**The clock network**

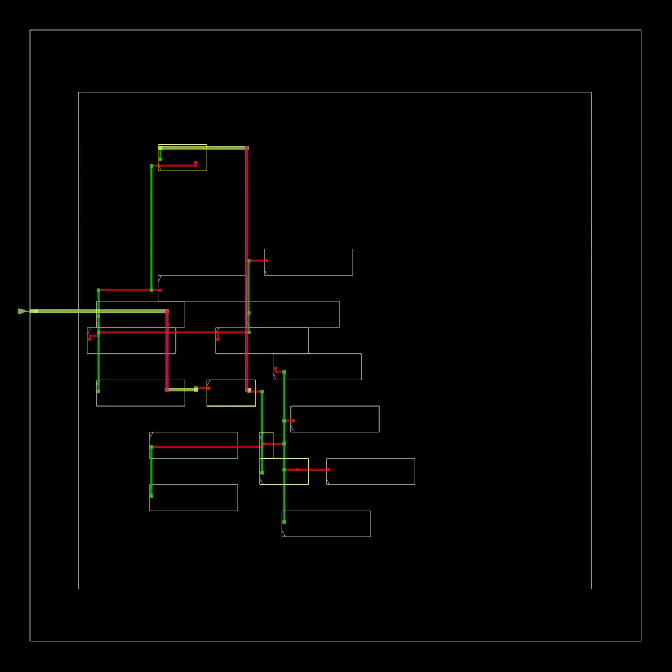
**Gate-type map**

(4 px per um)
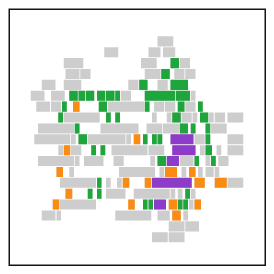
File: src/rtl/hazard_pkg.sv
// Shared types and helpers for the hazard scoreboard: stage record, forward codes, width helpers.
package hazard_pkg;

    // Record dest field is sized for the largest supported register file; narrower addrs zero-extend.
    localparam int REC_AW   = 8;
    localparam int FWD_NONE = 0;

    typedef struct packed {
        logic              valid;
        logic [REC_AW-1:0] dest;
        logic              reg_write;
        logic              mem_read;
    } hz_rec_t;

    function automatic int aw_of(input int num_regs);
        return (num_regs > 2) ? $clog2(num_regs) : 1;
    endfunction

    function automatic int sw_of(input int depth);
        return $clog2(depth + 1);
    endfunction

    // Forward code for a winning match in stage k (0 is reserved for the register file).
    function automatic int fwd_code(input int k);
        return k + 1;
    endfunction

endpackage

File: src/rtl/hazard_scoreboard_if.sv
// ID-side bundle between decode and the hazard scoreboard.
interface hazard_scoreboard_if
    import hazard_pkg::*;
#(
    parameter int NUM_REGS = 4,
    parameter int NUM_SRC  = 2,
    parameter int DEPTH    = 3
);
    localparam int AW = aw_of(NUM_REGS);
    localparam int SW = sw_of(DEPTH);

    logic                  id_valid;
    logic [AW-1:0]         id_dest;
    logic                  id_reg_write;
    logic                  id_mem_read;
    logic [NUM_SRC*AW-1:0] src_addr;
    logic [NUM_SRC-1:0]    src_use;
    logic                  hold;
    logic                  flush;
    logic                  stall;
    logic [NUM_SRC*SW-1:0] fwd_sel;

    modport master (
        output id_valid, id_dest, id_reg_write, id_mem_read, src_addr, src_use, hold, flush,
        input  stall, fwd_sel
    );

    modport slave (
        input  id_valid, id_dest, id_reg_write, id_mem_read, src_addr, src_use, hold, flush,
        output stall, fwd_sel
    );
endinterface

File: src/rtl/hazard_match.sv
// Youngest-first matcher for one source operand over the in-flight stage records.
module hazard_match
    import hazard_pkg::*;
#(
    parameter int DEPTH      = 3,
    parameter int LOAD_STAGE = 1,
    parameter int AW         = 2,
    parameter int SW         = 2
) (
    input  logic                en,
    input  logic [AW-1:0]       addr,
    input  hz_rec_t [DEPTH-1:0] recs,
    output logic [SW-1:0]       sel,
    output logic                load_block
);
    logic found;

    always_comb begin
        sel        = SW'(FWD_NONE);
        load_block = 1'b0;
        found      = 1'b0;
        for (int k = 0; k < DEPTH; k++) begin
            if (!found && en && recs[k].valid && recs[k].reg_write &&
                recs[k].dest == REC_AW'(addr)) begin
                found = 1'b1;
                // Load data not yet available this early: block instead of forwarding.
                if (recs[k].mem_read && k < LOAD_STAGE) load_block = 1'b1;
                else                                    sel        = SW'(fwd_code(k));
            end
        end
    end
endmodule

File: src/rtl/hazard_scoreboard.sv
// Hazard/forwarding unit: record pipeline EX..WB, per-operand forward selects and load-use stall.
// Define HAZARD_STATS_EN to add saturating stall_cnt / fwd_cnt statistics outputs.
module hazard_scoreboard
    import hazard_pkg::*;
#(
    parameter int NUM_REGS     = 4,
    parameter int NUM_SRC      = 2,
    parameter int DEPTH        = 3,
    parameter int LOAD_STAGE   = 1,
    parameter int FLUSH_STAGES = 1
) (
    input  logic               clk,
    input  logic               reset,
    hazard_scoreboard_if.slave bus
`ifdef HAZARD_STATS_EN
    ,
    output logic [15:0]        stall_cnt,
    output logic [15:0]        fwd_cnt
`endif
);
    localparam int AW = aw_of(NUM_REGS);
    localparam int SW = sw_of(DEPTH);

    hz_rec_t [DEPTH-1:0]   rec;
    hz_rec_t [DEPTH-1:0]   rec_nxt;
    hz_rec_t               id_rec;
    logic [NUM_SRC-1:0]    blk;
    logic [NUM_SRC*SW-1:0] fwd;
    logic                  stall;

    for (genvar g = 0; g < NUM_SRC; g++) begin : g_src
        hazard_match #(
            .DEPTH(DEPTH), .LOAD_STAGE(LOAD_STAGE), .AW(AW), .SW(SW)
        ) u_match (
            .en        (bus.src_use[g] & bus.id_valid),
            .addr      (bus.src_addr[g*AW +: AW]),
            .recs      (rec),
            .sel       (fwd[g*SW +: SW]),
            .load_block(blk[g])
        );
    end

    assign stall       = |blk;
    assign bus.stall   = stall;
    assign bus.fwd_sel = fwd;

    always_comb begin
        id_rec           = '0;
        id_rec.valid     = 1'b1;
        id_rec.dest      = REC_AW'(bus.id_dest);
        id_rec.reg_write = bus.id_reg_write;
        id_rec.mem_read  = bus.id_mem_read;
    end

    // Flush clears the youngest stages after the shift, or in place when frozen.
    always_comb begin
        rec_nxt = rec;
        if (!bus.hold) begin
            for (int k = DEPTH - 1; k > 0; k--) rec_nxt[k] = rec[k-1];
            if (bus.id_valid && !stall && !bus.flush) rec_nxt[0] = id_rec;
            else                                      rec_nxt[0] = '0;
        end
        if (bus.flush) begin
            for (int k = 0; k < FLUSH_STAGES; k++) rec_nxt[k].valid = 1'b0;
        end
    end

    always_ff @(posedge clk or posedge reset) begin
        if (reset) rec <= '0;
        else       rec <= rec_nxt;
    end

`ifdef HAZARD_STATS_EN
    always_ff @(posedge clk or posedge reset) begin
        if (reset) begin
            stall_cnt <= '0;
            fwd_cnt   <= '0;
        end else begin
            if (stall && !bus.hold && stall_cnt != 16'hFFFF)
                stall_cnt <= stall_cnt + 16'd1;
            if (|fwd && !stall && !bus.hold && fwd_cnt != 16'hFFFF)
                fwd_cnt <= fwd_cnt + 16'd1;
        end
    end
`endif

endmodule

File: src/flat_wrapper.sv
// flat-port wrapper written by rule: the top's interface ports become plain ports
module hazard_scoreboard_flat import hazard_pkg::*;
#(
    parameter int NUM_REGS     = 4,
    parameter int NUM_SRC      = 2,
    parameter int DEPTH        = 3,
    parameter int LOAD_STAGE   = 1,
    parameter int FLUSH_STAGES = 1
)
  (clk, reset, bus_id_valid, bus_id_dest, bus_id_reg_write, bus_id_mem_read, bus_src_addr, bus_src_use, bus_hold, bus_flush, bus_stall, bus_fwd_sel);
  hazard_scoreboard_if #(.NUM_REGS(NUM_REGS), .NUM_SRC(NUM_SRC), .DEPTH(DEPTH)) bus_i ();
  input  logic clk;
  input  logic reset;
  input wire logic [$bits(bus_i.id_valid)-1:0] bus_id_valid;
  input wire logic [$bits(bus_i.id_dest)-1:0] bus_id_dest;
  input wire logic [$bits(bus_i.id_reg_write)-1:0] bus_id_reg_write;
  input wire logic [$bits(bus_i.id_mem_read)-1:0] bus_id_mem_read;
  input wire logic [$bits(bus_i.src_addr)-1:0] bus_src_addr;
  input wire logic [$bits(bus_i.src_use)-1:0] bus_src_use;
  input wire logic [$bits(bus_i.hold)-1:0] bus_hold;
  input wire logic [$bits(bus_i.flush)-1:0] bus_flush;
  output wire logic [$bits(bus_i.stall)-1:0] bus_stall;
  output wire logic [$bits(bus_i.fwd_sel)-1:0] bus_fwd_sel;
  assign bus_i.id_valid = bus_id_valid;
  assign bus_i.id_dest = bus_id_dest;
  assign bus_i.id_reg_write = bus_id_reg_write;
  assign bus_i.id_mem_read = bus_id_mem_read;
  assign bus_i.src_addr = bus_src_addr;
  assign bus_i.src_use = bus_src_use;
  assign bus_i.hold = bus_hold;
  assign bus_i.flush = bus_flush;
  assign bus_stall = bus_i.stall;
  assign bus_fwd_sel = bus_i.fwd_sel;
  hazard_scoreboard #(.NUM_REGS(NUM_REGS), .NUM_SRC(NUM_SRC), .DEPTH(DEPTH), .LOAD_STAGE(LOAD_STAGE), .FLUSH_STAGES(FLUSH_STAGES)) u_core (.clk(clk), .reset(reset), .bus(bus_i));
endmodule
File: config.mk
export PLATFORM = sky130hd
export DESIGN_NAME = hazard_scoreboard_flat
export DESIGN_NICKNAME = d
export VERILOG_FILES = /design/src/rtl/hazard_pkg.sv /design/src/rtl/hazard_scoreboard_if.sv /design/src/rtl/hazard_match.sv /design/src/rtl/hazard_scoreboard.sv /design/src/flat_wrapper.sv
export SDC_FILE = /design/constraint.sdc
export NUM_CORES = 1
export LEC_CHECK = 0
export ABC_AREA = 1
export CORE_MARGIN = 5
export CORE_UTILIZATION = 28
export CTS_BUF_LIST = sky130_fd_sc_hd__clkbuf_8
export DETAILED_ROUTE_END_ITERATION = 6
export PLACE_DENSITY_LB_ADDON = 0.3
export SETUP_SLACK_MARGIN = 0.1
export SLEW_MARGIN = 20
export SYNTH_ARGS = -nofsm -noshare
export SYNTH_HDL_FRONTEND = slang
export SYNTH_SLANG_ARGS = --single-unit
File: constraint.sdc
create_clock -name clk -period 1.65 [get_ports clk]
set_input_delay 0.4125 -clock clk [delete_from_list [all_inputs] [get_ports clk]]
set_output_delay 0.4125 -clock clk [all_outputs]
set_load 0.03 [all_outputs]
==> impl_table.tex <==
% Yosys + OpenROAD metrics
\begin{tabular}{lr}
\hline
Metric & Value \\
\hline
\multicolumn{2}{l}{\textbf{Run status}} \\
\quad Outcome & finished with violations \\
\quad Violations in the final reports & setup timing \\
\multicolumn{2}{l}{\textbf{Clocking}} \\
\quad CTS H-tree lvls & 1 \\
\quad Clk Tree Root Cell & clkbuf\_8 \\
\quad Number of buffers created by CTS & 3 \\
\quad Clock-pin slew on the worst setup and hold paths & 0.05 ns \\
\multicolumn{2}{l}{\textbf{Synth}} \\
\quad Post-synth net total & 128 \\
\quad Cells in synth\_stat.txt & 113 \\
\quad Avg Cell Area, Syn & 7.12 um\^{}2 \\
\quad Prevailing post-synth register cell & dfrtp\_1 \\
\quad Most instantiated cells after synthesis & 33 x nand2\_1, 17 x inv\_1, 13 x dfrtp\_1, 9 x nor2\_1 \\
\quad Flip-flops with a built-in enable & 0 \\
\quad Library cell with the highest instance count after synthesis & nand2\_1 \\
\quad Unique masters post-synth & 20 \\
\quad Asr flop ratio synth & 100\% \\
\quad Yosys stat chip area & 805 um\^{}2 \\
\multicolumn{2}{l}{\textbf{Worst setup path}} \\
\quad Buffering stage count on the worst path with inverters included & 4 \\
\quad Family with the most delay on the worst path & buffers and inverters \\
\quad Critical Path Max Stage Delay & 0.27 ns \\
\quad Kind of start point of the critical path & input pin \\
\quad Ordered list of cells on the worst path & clkdlybuf4s15\_2 > inv\_1 > nand2\_1 > nand2\_1 > nor3\_2 > inv\_1 > nand3\_1 > nand2\_1 > buf\_6 \\
\quad Kind of critical path & in2out \\
\quad Crit path capture type & primary output \\
\quad Required time reported for the critical path endpoint & 1.24 ns \\
\multicolumn{2}{l}{\textbf{Final layout}} \\
\quad Number of logic inverters in the finished layout & 18 \\
\quad Syn-to-layout area delta & 65.8\% \\
\quad Non-CTS buffers & 38 \\
\quad Multi-input gate share of the layout cell area & 38.0\% \\
\quad Design area & 0.00133 mm\^{}2 \\
\quad Number of antenna repair diodes & 0 \\
\quad Final net count & 169 \\
\quad Fillcell total & 274 \\
\quad Buffering overhead & 26.1\% \\
\quad Largest registers in the final layout & u\_core.rec x13 \\
\multicolumn{2}{l}{\textbf{STA}} \\
\quad \# setup viols final & 5 \\
\quad Setup repair after global routing missed its margin & yes \\
\quad Worst path setup slack after routing & -0.165 ns \\
\quad Hold WS & 0.483 ns \\
\quad Normalized max-slew margin & 68.0\% \\
\quad Minimum period implied by the final worst setup slack & 1.82 ns \\
\quad Max Fclk & 0.551 GHz \\
\quad Final clock period utilization by the worst path & 110\% \\
\quad Final Max-Slew Violation Tally & 0 \\
\multicolumn{2}{l}{\textbf{Pwr}} \\
\quad Clock network power & 274 uW \\
\quad Worst-case vdd ir drop & 0.449 mV \\
\quad Power in combinational cells & 206 uW \\
\quad Total power density per cell area & 637 mW/mm\^{}2 \\
\quad Logic pwr share & 24.2\% \\
\quad Static Leakage & 0.656 nW \\
\multicolumn{2}{l}{\textbf{Detailed routing}} \\
\quad Detailed-router iteration count before antenna repair & 6 \\
\quad Detailed-route DRC error count & 0 \\
\quad Total wirelength of the detailed-routed design & 2.04 mm \\
\quad WL per Instance & 11.1 um \\
\quad DRC marker count from the first detailed-route iteration & 22 \\
\multicolumn{2}{l}{\textbf{Job}} \\
\quad Tool Warnings & 29 \\
\multicolumn{2}{l}{\textbf{Place}} \\
\quad Global placement routability congestion & 0.806 \\
\quad Total half-perimeter wirelength after legalization and detailed placement & 1.60 mm \\
\multicolumn{2}{l}{\textbf{GRT}} \\
\quad Antenna violations before repair & 0 \\
\quad First-pass GRT wire length & 3.51 mm \\
\multicolumn{2}{l}{\textbf{Floorplanning}} \\
\quad Vertical die dimension & 63.6 um \\
\quad Initial core utilization & 29.2\% \\
\quad FP Rows & 19 \\
\hline
\end{tabular}
Back to the opening pictures, 'the clock network':
total number of clock tree sinks: 13
worst-skew pair later-pin latency: 0.24 ns
clock buffers: 3
post-route clock skew: 0.00456 ns
sequential cell count of the final layout: 13

Back to the opening pictures, 'gate-type map':
- purple: xor and xnor cells (cells 5; most used xnor2_2)
- green: nand cells (cells 45; most used nand2_1)
- orange: aoi and oai cells (cells 16; most used o21ai_0)

[per-layer routing]
layer  vias to the layer above  global-route usage (%)  share of wire, %  routed length (um)
met3                         6                    3.02               5.8                 119
li1                        447                       -                 -                   -
met4                         0                    4.94               2.0                  41
met5                         -                       0                 0                   0
met1                       390                    12.4                42                 854
met2                        27                    18.1                50                1030
[worst paths after layout]
kind                                  from              to  slack, ns
setup / recovery           bus_src_addr[0]  bus_fwd_sel[0]      -0.17
hold / removal                       reset  u_core.rec[21]       0.48
setup reg to reg             u_core.rec[2]   u_core.rec[2]       0.35
hold reg to reg             u_core.rec[23]  u_core.rec[23]       0.49
max in group asynchronous            reset   u_core.rec[3]       0.82
min in group clk            u_core.rec[23]  u_core.rec[23]       0.49
[cells by family after synthesis]
group                  synth area share [%]
XOR/XNOR                               5.44
buffers and inverters                  9.33
AND-OR/OR-AND                          10.6
flip-flops                             40.4
AND/OR/NAND/NOR                        34.2
[stage by stage]
stage	TNS (ns)	cells	utilization, %
4_1_cts	-0.746	183	47.1
3_5_place_dp	-3.52	175	40.8
6_report	-0.699	184	48.4
3_3_place_gp	-3.20	175	40.8
5_1_grt	-1.14	184	48.4
2_1_floorplan	0	113	-
[worst register-to-register path: stages (launching register included)]
cell and delay [ns]:
dfrtp_2 0.46, xnor2_2 0.19, buf_4 0.16, nand4_4 0.07
buf_4 0.16, nand4_1 0.09, nand2_1 0.05
[what timing repair did]
action	4_1_cts	5_1_grt
endpoints found under the setup margin	10	5
buffers inserted	4	1
cloned	0	0
pin swaps	12	9
resized	40	7
[layout by cell type (no fill, tap or decap), types with 5 or more instances in the layout]
cell and n:
o21ai_0 5, nor2_1 7, nand4_1 6, nand2_2 7, buf_4 17, buf_6 7
dfrtp_1 11, nand2_1 26, inv_1 16, clkdlybuf4s50_1 7
Power and IR drop assume default switching activity.
